==> config.mk <==
export PLATFORM = sky130hd
export DESIGN_NAME = game_board_ctrl
export DESIGN_NICKNAME = d
export VERILOG_FILES = /design/src/rtl/game_board_ctrl.sv
export SDC_FILE = /design/constraint.sdc
export NUM_CORES = 1
export LEC_CHECK = 0
export CELL_PAD_IN_SITES_DETAIL_PLACEMENT = 0
export CELL_PAD_IN_SITES_GLOBAL_PLACEMENT = 1
export CORE_UTILIZATION = 35
export CTS_BUF_LIST = sky130_fd_sc_hd__clkbuf_4 sky130_fd_sc_hd__clkbuf_8
export DETAILED_ROUTE_END_ITERATION = 8
export GPL_TIMING_DRIVEN = 0
export PLACE_DENSITY = 0.83
export SLEW_MARGIN = 20
export SYNTH_ARGS = -nofsm -noshare
export SYNTH_HDL_FRONTEND = slang
export SYNTH_SLANG_ARGS = --single-unit
==> constraint.sdc <==
create_clock -name clk -period 3.55 [get_ports clk]
set_input_delay 0.355 -clock clk [delete_from_list [all_inputs] [get_ports clk]]
set_output_delay 0.355 -clock clk [all_outputs]
set_load 0.05 [all_outputs]
Run 1, layout detail:
Region (50, 50) to (70, 70) µm. Cells in gray, sequential cells in the stronger gray; small squares are vias.
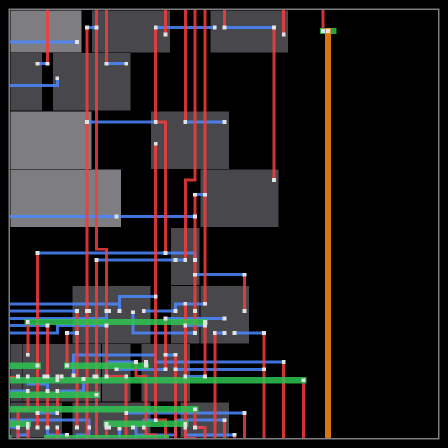
blue -> met1
green -> met3
red -> met2
orange -> met4
cells with their middle in the window = 16
sequential cells in the window = 1
most frequent = clkdlybuf4s50_1 (5), a222oi_1 (3), nand2_1 (3)

Run 1, port wiring:
Scale: 4 px per µm.
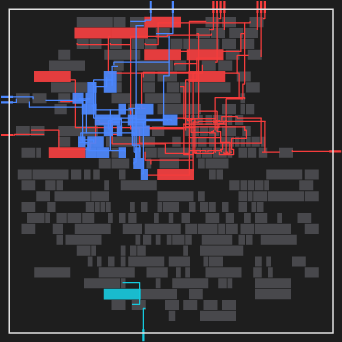
red -> `board_x`  # bits 9, direction output, edge 7 top, 1 left, 1 right, end cells 9, buffers 9, wire 793 µm
cyan -> `game_over`  # bits 1, direction output, edge bottom, end cells 1, buffers 1, wire 17.6 µm
blue -> `move_pos`  # bits 4, direction input, edge 2 top, 2 left, end cells 27, buffers 6, wire 310 µm
IO Port Bufs: 43
num ports: 45

Run 1, clock nets:
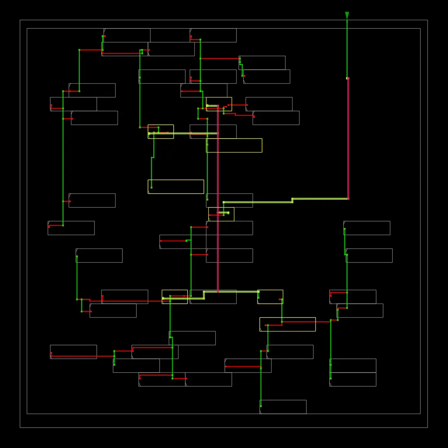
clk_buf instances: 5
flip-flops: 40

==> results.json, run 1 <==
{
  "r2r_cells": 6,
  "edf_count": 0,
  "cts_hold_buf": 0,
  "nets": 282,
  "start_kind": "input pin",
  "slew_violations": 0,
  "power_density_mw_per_mm2": 384,
  "cts.clk_slew.worst_paths_ps": 80,
  "coreArea_mm2": 0.00592,
  "crit_path_end_kind": "flip-flop",
  "drive_gt1_share_pct": 9.16,
  "gr-total-overflow": 0,
  "yosys_area_mm2": 0.00216,
  "worstSetupPathType": "in -> reg",
  "finClkSkew_ps": 8.71,
  "ys_ff": 40,
  "r2r_setup_slack_ps": 1500,
  "status": "finished, final reports clean",
  "drtPass1Iterations": 4,
  "vias_per_cell": 5.82,
  "clockBufferDepth": 2,
  "drt_iter0_drc": 259,
  "post-dp-hpwl_mm": 4.47,
  "grtUsageMet1_pct": 29.9,
  "yosysWarningCount": 0,
  "fin_hold_ws_ps": 354,
  "finish.utilization_pct": 48.5,
  "max_cap_viol_count": 0,
  "path_max_fanout": 10,
  "clkLatencyLatePin_ps": 300,
  "final-hold-violation-count": 0,
  "post_cts_resized": 0,
  "wl_per_cell_um": 18.1,
  "required_ps": 3760,
  "num_vias": 2027,
  "antenna_found_initial": 0,
  "htree_num_levels": 2,
  "final_area_mm2": 0.00287,
  "grt_pass1_wl_mm": 10.1,
  "drc": 0,
  "p_leak_nw": 1.08,
  "grt_pass1_vias": 1879,
  "synth_top_flop_cell": "dfrtp_1",
  "tightest_slew_ps": 555,
  "postPlaceCellArea_mm2": 0.00271,
  "crit_cells": 7,
  "grt_most_used_layer": "met2",
  "gp_congestion": 0.814,
  "grtUsageMet3_pct": 3.64,
  "rows": 28,
  "ys_async_sr_fraction_pct": 100,
  "synthToLayoutAreaGrowth_pct": 32.9,
  "cts_root_buf": "clkbuf_8",
  "fin_crit_ps": 2120,
  "grt_start_max_net_pins": 25,
  "grt_usage_pct": 20.6,
  "post_cts_buffers": 0,
  "max-vdd-ir-drop_v": 0.000154,
  "num_antenna_cells": 0,
  "critical_path_arrival_ps": 2330,
  "met2_usage_pct": 30.5,
  "fp.dieH_um": 80.6,
  "avgSynthCellArea_um2": 9.77,
  "cts_tree": "built"
}
run 1: stage by stage:
| step | std cells | worst slack, ps | total power [mW] |
|---|---|---|---|
| finish | 348 | 1430 | 1.10 |
| global placement | 339 | 1200 | 0.589 |
| global route | 348 | 1280 | 1.14 |
| detailed placement | 340 | 1170 | 0.594 |
| floorplan | 221 | 1430 | 0.549 |
| CTS | 348 | 1460 | 1.11 |
run 1: per-layer routing:
metal / share of wire [%] / vias to the layer above
li1: - / 952
met4: 1.3 / 0
met1: 45 / 984
met5: 0 / -
met2: 47 / 83
met3: 6.6 / 8
run 1: cells by family (layout without fill, tap and decap cells):
logic type	count (synthesis)	count (layout)	synth area share (%)
buf+inv	20	72	3.94
simple gates	85	85	20.6
flops	40	40	46.3
fa+ha+maj	2	2	1.16
mux	5	5	2.38
compound gates	69	69	25.6
run 1: area by class of cell:
cell class,count,area [µm²],area share [%]
multi-input combinational,161,1070,37.4
sequential,40,1000,34.9
timing repair buffer,44,458,16.0
tap,75,93.8,3.27
clock inverter,3,90.1,3.14
clock buffer,5,68.8,2.40
inverter,12,45.0,1.57
buffer,8,40.0,1.39
run 1: report_power, final:
group	switching [mW]	internal (mW)	total [mW]
clock	0.166	0.352	0.518
combinational	0.0768	0.0370	0.114
sequential	0.00862	0.462	0.471
total	0.252	0.851	1.10
run 1: Yosys cell counts, drive strengths merged, types with 4 or more instances:
cell / count / share of area (%)
inv: 11 / 1.9
nand4: 7 / 2.0
dfrtp: 40 / 46
mux2i: 4 / 1.9
clkbuf: 4 / 0.70
nor2: 12 / 2.3
nand2: 26 / 4.5
o31ai: 5 / 1.7
nor3: 9 / 2.3
o2bb2ai: 18 / 7.3
a222oi: 4 / 1.9
buf: 4 / 1.2
o21ai: 9 / 2.1
o22ai: 7 / 2.0
nand3: 11 / 2.5
nand2b: 4 / 1.2
a21oi: 10 / 2.3
run 1: cells in the final DEF, fill, tap and decap left out, types with 2 or more instances in the layout:
cell             count
clkbuf_1             4
nand3b_1             3
nand4b_1             2
o21ai_0              5
mux2i_1              4
o21ai_1              4
nand2_1             26
or4_1                2
a21oi_1             10
a221oi_2             2
buf_2                2
o22ai_1              7
a222oi_1             4
dfrtp_1             40
nand3_1             11
nor3_1               8
inv_1               10
clkdlybuf4s50_1     43
bufinv_16            3
nor2_1              10
nor2b_1              2
o31ai_1              5
ha_1                 2
o2bb2ai_1           18
a31o_1               3
nand4_1              7
buf_4                2
nor3b_2              2
nand2b_1             4
clkbuf_8             5
nor4_1               3
nor2_2               2
run 1: worst reg2reg max path: cells and delay by family, from the launching register on:
family,cells,cell delay [ps]
mux,2,660
flops,1,500
simple gates,2,430
buf+inv,1,240
compound gates,1,90
--- run 2 (diff from run 1) ---
--- a/config.mk
+++ b/config.mk
@@ -11,7 +11,7 @@
 export CTS_BUF_LIST = sky130_fd_sc_hd__clkbuf_4 sky130_fd_sc_hd__clkbuf_8
 export DETAILED_ROUTE_END_ITERATION = 8
 export GPL_TIMING_DRIVEN = 0
-export PLACE_DENSITY = 0.83
+export PLACE_DENSITY = 0.86
 export SLEW_MARGIN = 20
 export SYNTH_ARGS = -nofsm -noshare
 export SYNTH_HDL_FRONTEND = slang
==> constraint.sdc (replaced) <==
create_clock -name clk -period 1.7 [get_ports clk]
set_input_delay 0.17 -clock clk [delete_from_list [all_inputs] [get_ports clk]]
set_output_delay 0.17 -clock clk [all_outputs]
set_load 0.05 [all_outputs]
==> results.json, run 2 <==
{
  "finClkSkew_ps": 15.8,
  "final_area_mm2": 0.00324,
  "cts_hold_buf": 0,
  "cts.clk_slew.worst_paths_ps": 90,
  "critPathBufInv": 0,
  "clockBufferDepth": 2,
  "yosys.cell_count.top_type": "dfrtp_1",
  "r2r_cells": 5,
  "clkLatencyLatePin_ps": 310,
  "r2r_setup_slack_ps": -160,
  "start_kind": "flip-flop",
  "post-dp-hpwl_mm": 4.48,
  "grt_pass1_wl_mm": 10.8,
  "pin_count": 45,
  "postPlaceCellArea_mm2": 0.00278,
  "warnings": 30,
  "rows": 28,
  "grt_usage_pct": 22.4,
  "fp_nets": 231,
  "most-common-layout-cells": "buf_4 (29), nand2_1 (25), dlygate4sd2_1 (23)",
  "gp_congestion": 0.894,
  "ys_async_sr_fraction_pct": 100,
  "drt_iter0_drc": 162,
  "antenna_found_initial": 0,
  "fp.dieH_um": 80.6,
  "grt_start_max_net_pins": 22,
  "required_ps": 1880,
  "cts_tree": "built",
  "top_cell_area_share_pct": 46.3,
  "fmax_mhz": 538,
  "vias_per_cell": 5.85,
  "post-place-cells": 340,
  "p_total_mw": 1.92,
  "violations": "negative setup slack",
  "wl_per_cell_um": 18.2,
  "cts_root_buf": "clkbuf_8",
  "nets": 310,
  "initial_core_util_pct": 36.5,
  "p_leak_nw": 1.35,
  "yosysWarningCount": 0,
  "num_antenna_cells": 0,
  "layout.cells.most_common": "buf_4",
  "worstSetupPathType": "reg -> reg",
  "avgSynthCellArea_um2": 9.77,
  "max_cap_viol_count": 0,
  "cpPeakStageDelay_ps": 480,
  "synthToLayoutAreaGrowth_pct": 50.2,
  "edf_count": 0,
  "ys_ff": 40,
  "crit_path_end_kind": "flip-flop",
  "crit_cells": 5,
  "htree_num_levels": 2,
  "fin_crit_ps": 1860,
  "max-vdd-ir-drop_v": 0.000401,
  "area_leaders": "dfrtp_1 (46%), o2bb2ai_1 (7.3%), nand2_1 (4.5%)",
  "critical_path_arrival_ps": 2040,
  "synth_top_flop_cell": "dfrtp_1",
  "synthTopCellsByCount": "dfrtp_1 (40), nand2_1 (26), o2bb2ai_1 (18)",
  "drc": 0,
  "final-hold-violation-count": 0,
  "power_density_mw_per_mm2": 591,
  "port_buffers": 43,
  "setup_viol": 15,
  "path_max_fanout": 6,
  "coreArea_mm2": 0.00592,
  "status": "complete, but fails checks",
  "slew_violations": 0,
  "setup_slack_ps": -160,
  "drive_gt1_share_pct": 35.5
}
-- run 2: what timing repair did --
| action | CTS | global route |
|---|---|---|
| setup endpoints to repair | 56 | 40 |
| setup buffers | 21 | 8 |
| endpoints found under the hold margin | 0 | 0 |
| resized | 34 | 26 |
| pin swaps | 12 | 12 |
-- run 2: power by group --
group | leakage, nW | internal (mW) | switching [mW] | total, mW
sequential | 0.521 | 0.966 | 0.0166 | 0.982
clock | 0.0404 | 0.291 | 0.375 | 0.666
combinational | 0.789 | 0.0919 | 0.179 | 0.271
total | 1.35 | 1.35 | 0.570 | 1.92
-- run 2: final cells by class --
class / instances / area, µm² / share of cell area (%)
inverter: 12 / 45.0 / 1.39
clock inverter: 3 / 23.8 / 0.733
timing repair buffer: 73 / 656 / 20.2
clock buffer: 5 / 68.8 / 2.12
sequential: 40 / 1020 / 31.6
buffer: 7 / 40.0 / 1.23
tap: 75 / 93.8 / 2.89
multi-input combinational: 161 / 1290 / 39.8
-- run 2: cell families after synthesis --
family / after synthesis / share of synthesized area (%)
adder cells (fa/ha/maj): 2 / 1.16
AND/OR/NAND/NOR: 85 / 20.6
multiplexers: 5 / 2.38
flip-flops: 40 / 46.3
buffers and inverters: 20 / 3.94
AND-OR/OR-AND: 69 / 25.6
-- run 2: metal layers --
metal / vias to the layer above / wire [µm] / GRT usage [%]
li1: 1006 / - / -
met1: 1086 / 3050 / 30.8
met3: 8 / 465 / 5.23
met5: - / 0 / 0
met4: 0 / 89 / 8.21
met2: 100 / 3230 / 34.1
-- run 2: stage by stage --
step | setup WS (ps) | hold slack, ps | util (%)
after floorplan | -144 | 238 | -
after global placement | -489 | 484 | 46.4
after detailed placement | -544 | 480 | 46.9
after CTS | -111 | 157 | 51.5
after global routing | -216 | 179 | 54.8
final | -160 | 166 | 54.8
Run 2, M2 wires:
Scale: 4 px per µm.
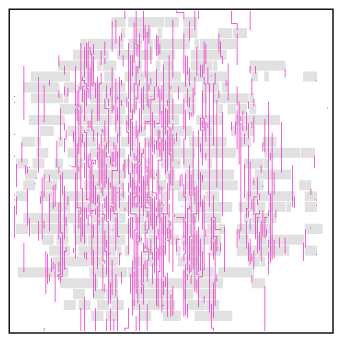
wire length on this layer = 3230 µm
main direction = vertical
longest straight run = 31.6 µm
drt total wl: 6.84 mm
vias after detailed routing: 2200

Run 2, layout detail:
Region (50, 50) to (70, 70) µm. Cells in gray, sequential cells in the stronger gray; small squares are vias.
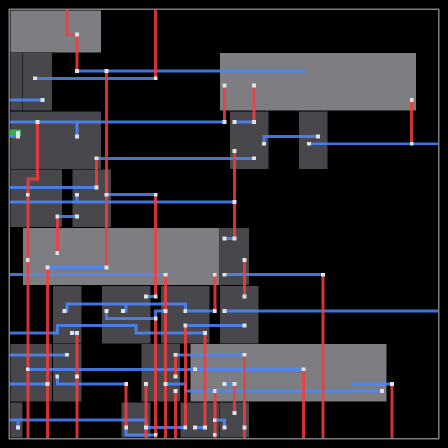
blue -> met1
red -> met2
green -> met3
most frequent = inv_1 (3), dfrtp_1 (3)
cells with their middle in the window = 19
sequential cells in the window = 3

Power and IR drop assume default switching activity.
